**config.mk**
```make
export PLATFORM = sky130hd
export DESIGN_NAME = adv_i2c_config
export DESIGN_NICKNAME = d
export VERILOG_FILES = /design/src/rtl/adv_i2c_config.sv
export SDC_FILE = /design/constraint.sdc
export NUM_CORES = 1
export LEC_CHECK = 0
export ABC_AREA = 1
export CORE_UTILIZATION = 65
export CTS_CLUSTER_DIAMETER = 40
export DETAILED_ROUTE_END_ITERATION = 7
export PLACE_DENSITY_LB_ADDON = 0.3
export SLEW_MARGIN = 0
export SYNTH_ARGS = -nofsm -noshare
export SYNTH_HDL_FRONTEND = slang
export SYNTH_SLANG_ARGS = --single-unit
export TNS_END_PERCENT = 1
```
**constraint.sdc**
```tcl
create_clock -name clk_in -period 3.4 [get_ports clk_in]
set_input_delay 0.51 -clock clk_in [delete_from_list [all_inputs] [get_ports clk_in]]
set_output_delay 0.51 -clock clk_in [all_outputs]
set_load 0.01 [all_outputs]
```
**src/rtl/adv_i2c_config.sv**
```systemverilog
// ADV7511 configuration sequencer: writes a fixed 14-entry register table over an
// open-drain I2C master and replays it after every hot-plug rising edge.
module adv_i2c_config #(
  parameter int         CLK_HZ         = 50_000_000,
  parameter int         I2C_HZ         = 100_000,
  parameter logic [6:0] DEV_ADDR       = 7'h39,
  parameter int         STARTUP_CYCLES = 10_000_000,
  parameter int         MAX_RETRY      = 3
) (
  input  logic       clk_in,
  input  logic       reset,
  input  logic       restart,
  input  logic       hpd,
  input  logic       sda_i,
  output logic       scl_oe,
  output logic       sda_oe,
  output logic       busy,
  output logic       done,
  output logic       error,
  output logic [3:0] entry_idx
);
  localparam int DIV_RAW = CLK_HZ / (4 * I2C_HZ);
  localparam int DIV     = (DIV_RAW < 1) ? 1 : DIV_RAW;
  localparam int DW      = $clog2(DIV + 1);
  localparam int SW      = $clog2(STARTUP_CYCLES + 1);
  localparam int RW      = $clog2(MAX_RETRY + 1) + 1;
  localparam logic [DW-1:0] DIV_LAST   = DW'(DIV - 1);
  localparam logic [SW-1:0] WAIT_LAST  = SW'(STARTUP_CYCLES - 1);
  localparam logic [RW-1:0] RETRY_MAX  = RW'(MAX_RETRY);
  localparam logic [3:0]    LAST_ENTRY = 4'd13;

  // NEXT is folded into the last STOP quarter so done lands one cycle after it.
  typedef enum logic [2:0] {
    S_WAIT, S_START, S_SHIFT, S_ACK, S_STOP, S_DONE, S_ERROR
  } state_t;

  state_t        state_q;
  logic [1:0]    ph_q;
  logic [2:0]    bit_q;
  logic [1:0]    byte_q;
  logic [3:0]    entry_q;
  logic [RW-1:0] retry_q;
  logic [SW-1:0] cnt_q;
  logic [DW-1:0] div_q;
  logic          nack_q, abort_q;
  logic          scl_q, sda_q, busy_q, done_q, error_q;
  logic [2:0]    hpd_q;
  logic [1:0]    sda_s_q;
  logic          tick, hpd_rise;
  logic [15:0]   cur_entry;
  logic [7:0]    cur_byte;

  function automatic logic [15:0] table_entry(input logic [3:0] idx);
    case (idx)
      4'd0:    table_entry = 16'h4110;
      4'd1:    table_entry = 16'h9803;
      4'd2:    table_entry = 16'h9AE0;
      4'd3:    table_entry = 16'h9C30;
      4'd4:    table_entry = 16'h9D61;
      4'd5:    table_entry = 16'hA2A4;
      4'd6:    table_entry = 16'hA3A4;
      4'd7:    table_entry = 16'hE0D0;
      4'd8:    table_entry = 16'hF900;
      4'd9:    table_entry = 16'h1505;
      4'd10:   table_entry = 16'h1630;
      4'd11:   table_entry = 16'h1702;
      4'd12:   table_entry = 16'h1846;
      default: table_entry = 16'hAF06;
    endcase
  endfunction

  always_comb begin
    cur_entry = table_entry(entry_q);
    case (byte_q)
      2'd0:    cur_byte = {DEV_ADDR, 1'b0};
      2'd1:    cur_byte = cur_entry[15:8];
      default: cur_byte = cur_entry[7:0];
    endcase
  end

  assign tick     = (div_q == DIV_LAST);
  assign hpd_rise = hpd_q[1] & ~hpd_q[2];

  always_ff @(posedge clk_in or posedge reset) begin
    if (reset) begin
      div_q   <= '0;
      hpd_q   <= '0;
      sda_s_q <= '0;
    end else begin
      div_q   <= tick ? '0 : div_q + DW'(1);
      hpd_q   <= {hpd_q[1:0], hpd};
      sda_s_q <= {sda_s_q[0], sda_i};
    end
  end

  always_ff @(posedge clk_in or posedge reset) begin
    if (reset) begin
      state_q <= S_WAIT;
      ph_q    <= '0;
      bit_q   <= '0;
      byte_q  <= '0;
      entry_q <= '0;
      retry_q <= '0;
      cnt_q   <= '0;
      nack_q  <= 1'b0;
      abort_q <= 1'b0;
      scl_q   <= 1'b0;
      sda_q   <= 1'b0;
      busy_q  <= 1'b0;
      done_q  <= 1'b0;
      error_q <= 1'b0;
    end else if (hpd_rise) begin
      done_q  <= 1'b0;
      error_q <= 1'b0;
      if (state_q inside {S_START, S_SHIFT, S_ACK, S_STOP}) begin
        abort_q <= 1'b1;
        if (state_q != S_STOP) begin
          state_q <= S_STOP;
          ph_q    <= '0;
        end
      end else begin
        state_q <= S_WAIT;
        cnt_q   <= '0;
        busy_q  <= 1'b0;
        scl_q   <= 1'b0;
        sda_q   <= 1'b0;
      end
    end else if (restart) begin
      state_q <= S_START;
      ph_q    <= '0;
      entry_q <= '0;
      retry_q <= '0;
      abort_q <= 1'b0;
      done_q  <= 1'b0;
      error_q <= 1'b0;
    end else if (state_q == S_WAIT) begin
      if (cnt_q == WAIT_LAST) begin
        state_q <= S_START;
        ph_q    <= '0;
        entry_q <= '0;
        retry_q <= '0;
        cnt_q   <= '0;
      end else begin
        cnt_q <= cnt_q + SW'(1);
      end
    end else if (tick && state_q != S_DONE && state_q != S_ERROR) begin
      // Every transition happens on quarter 3, so ph_q wraps to 0 naturally.
      ph_q <= ph_q + 2'd1;
      case (state_q)
        S_START: begin
          case (ph_q)
            2'd0: begin
              scl_q  <= 1'b0;
              sda_q  <= 1'b0;
              busy_q <= 1'b1;
              byte_q <= '0;
              bit_q  <= '0;
              nack_q <= 1'b0;
            end
            2'd1:    sda_q   <= 1'b1;
            2'd2:    scl_q   <= 1'b1;
            default: state_q <= S_SHIFT;
          endcase
        end
        S_SHIFT: begin
          case (ph_q)
            2'd0: sda_q <= ~cur_byte[~bit_q];
            2'd1: scl_q <= 1'b0;
            2'd2: ;
            default: begin
              scl_q <= 1'b1;
              bit_q <= bit_q + 3'd1;
              if (bit_q == 3'd7) state_q <= S_ACK;
            end
          endcase
        end
        S_ACK: begin
          case (ph_q)
            2'd0: sda_q  <= 1'b0;
            2'd1: scl_q  <= 1'b0;
            2'd2: nack_q <= sda_s_q[1];
            default: begin
              scl_q <= 1'b1;
              if (nack_q || byte_q == 2'd2) begin
                state_q <= S_STOP;
              end else begin
                state_q <= S_SHIFT;
                byte_q  <= byte_q + 2'd1;
              end
            end
          endcase
        end
        S_STOP: begin
          case (ph_q)
            2'd0: begin
              scl_q <= 1'b1;
              sda_q <= 1'b1;
            end
            2'd1: scl_q <= 1'b0;
            2'd2: sda_q <= 1'b0;
            default: begin
              if (abort_q) begin
                state_q <= S_WAIT;
                cnt_q   <= '0;
                busy_q  <= 1'b0;
                abort_q <= 1'b0;
              end else if (nack_q) begin
                if (retry_q == RETRY_MAX) begin
                  state_q <= S_ERROR;
                  error_q <= 1'b1;
                  busy_q  <= 1'b0;
                end else begin
                  state_q <= S_START;
                  retry_q <= retry_q + RW'(1);
                end
              end else if (entry_q == LAST_ENTRY) begin
                state_q <= S_DONE;
                done_q  <= 1'b1;
                busy_q  <= 1'b0;
              end else begin
                state_q <= S_START;
                entry_q <= entry_q + 4'd1;
                retry_q <= '0;
              end
            end
          endcase
        end
        default: ;
      endcase
    end
  end

  assign scl_oe    = scl_q;
  assign sda_oe    = sda_q;
  assign busy      = busy_q;
  assign done      = done_q;
  assign error     = error_q;
  assign entry_idx = entry_q;
endmodule

```
### Metal 2

Bar = 20 um.
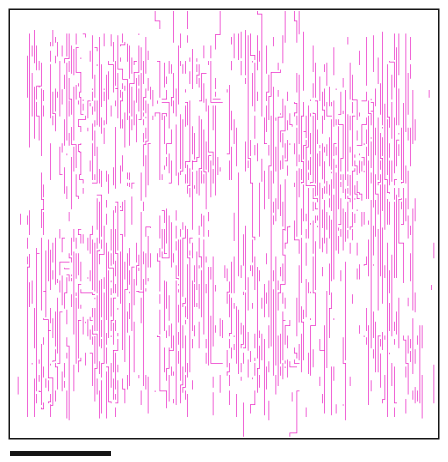
- nets with wire on the layer: 551
- wire length on this layer: 5,100 um

==> reports/metrics.cfg <==
[timing]
timing.final.crit_period_ns=2.46
slew_viol_final=0
fmax_mhz=407
tns_ns=0
slew_headroom_pct=61.7
rsz0062_at_grt=no
skew_ns=0.0108
hold_viol_final=0

[worst_hold_path]
hold_start=hpd_q[0]$_DFF_PP0_
hold_class=reg -> reg

[yosys]
yosysUniqueCellTypes=39
synthesis.area_sq_um=4460
common_cells=nand2_1, inv_1, nor2_1, nand3_1, dfrtp_1
yosysTopAreaCellShare_pct=33.7
largest_area_cell=dfrtp_1
ys.flops=60
ys_sh_adder_pct=6.18
postSynthCellCount=661
aoi_share_pct=10.4
synth_stat.cells=661
synthXorXnorAreaFrac_pct=1.38
syn_nets=688

[power_and_ir_drop]
p_total_uw=2770
vdd_drop_max_uv=422
p_int_uw=1560
swShare_pct=43.6
combPwrFrac_pct=40.1
p_seq_uw=920
powerDensity_nw_per_um2=572
cellLeakagePower_uw=0.00231
power_frac_seq_pct=33.2

[finish]
syn2layout_area_growth_pct=8.65
regMostFlops=cnt_q
most-common-layout-cells=nand2_1, inv_1, nor2_1, nand3_1, dfrtp_1
finalNonFillerCells=756
buf_share_pct=3.31
final_common_cell=nand2_1
seq_share_pct=31.0
largestClassByArea=combinational gates
flops=60
logic_gate_count=494
nClkBuffers=9
regArea_sq_um=1500
antennaDiodeCount=0
final-clk-cell-share_pct=4.63
logic_area_sq_um=2510
inv_count=92
comb_area_share_pct=51.9

[die]
chipArea_sq_um=7190
fp_util_pct=68.6
nWellTaps=77
io-pin-count=14

[global_route]
overflow=0
grt_max_degree=29
grt_use_total_pct=33.7
use_met2_pct=51.4

[routing]
totalWireLength_um=11300
dr_wl_met3_um=1010

[clocking]
cts_root_buf=clkbuf_8
cts.sinks=60
numCtsBuffers=9
clk_latency_ns=0.35
cts_setup_buffers=0
clk_transition_reported_paths_ns=0.08

[setup_path]
crit_arrival_ns=2.70
cp.required_ns=3.64
cpMaxStageDelayCell=dfrtp_1
cpPeakStageDelay_ns=0.45
path_depth=10
crit_family=simple AND/OR/NAND/NOR gates
path_class=reg -> reg
crit_chain=nor2_4 -> nand2_2 -> inv_2 -> nor3_1 -> nor3_2 -> nand2_2 -> inv_4 -> nand2_1 -> o21ai_0 -> nor2_1
rr_worst_depth=10
crit_top_cell=nand2_2
critPathBufInv=2

[status]
status=completed

[run]
warnings=38

### Routed metal, one color a layer

Only two layers are drawn.
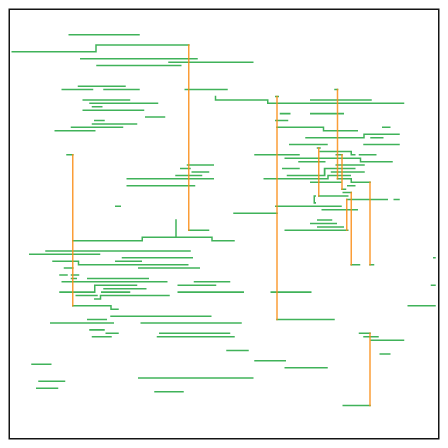
- met3: green (wire length 1,010 um)
- met4: orange (wire length 196 um)

## through the flow
step | setup WS (ns) | instance area (sq um)
floorplan | 1.41 | 4460
detailed placement | 0.845 | 4620
global placement | 0.917 | 4620
CTS | 0.966 | 4840
global route | 0.652 | 4840
finish | 0.942 | 4840
## worst max-delay path by stage
stage | start | end | slack [ns]
after floorplan | reset | abort_q$_DFFE_PP0P_ | 1.41
after global placement | restart | cnt_q[12]$_DFFE_PP0P_ | 0.92
after detailed placement | restart | cnt_q[12]$_DFFE_PP0P_ | 0.85
after CTS | state_q[0]$_DFFE_PP0P_ | cnt_q[12]$_DFFE_PP0P_ | 0.97
after global routing | state_q[0]$_DFFE_PP0P_ | cnt_q[12]$_DFFE_PP0P_ | 0.65
final | state_q[0]$_DFFE_PP0P_ | cnt_q[12]$_DFFE_PP0P_ | 0.94
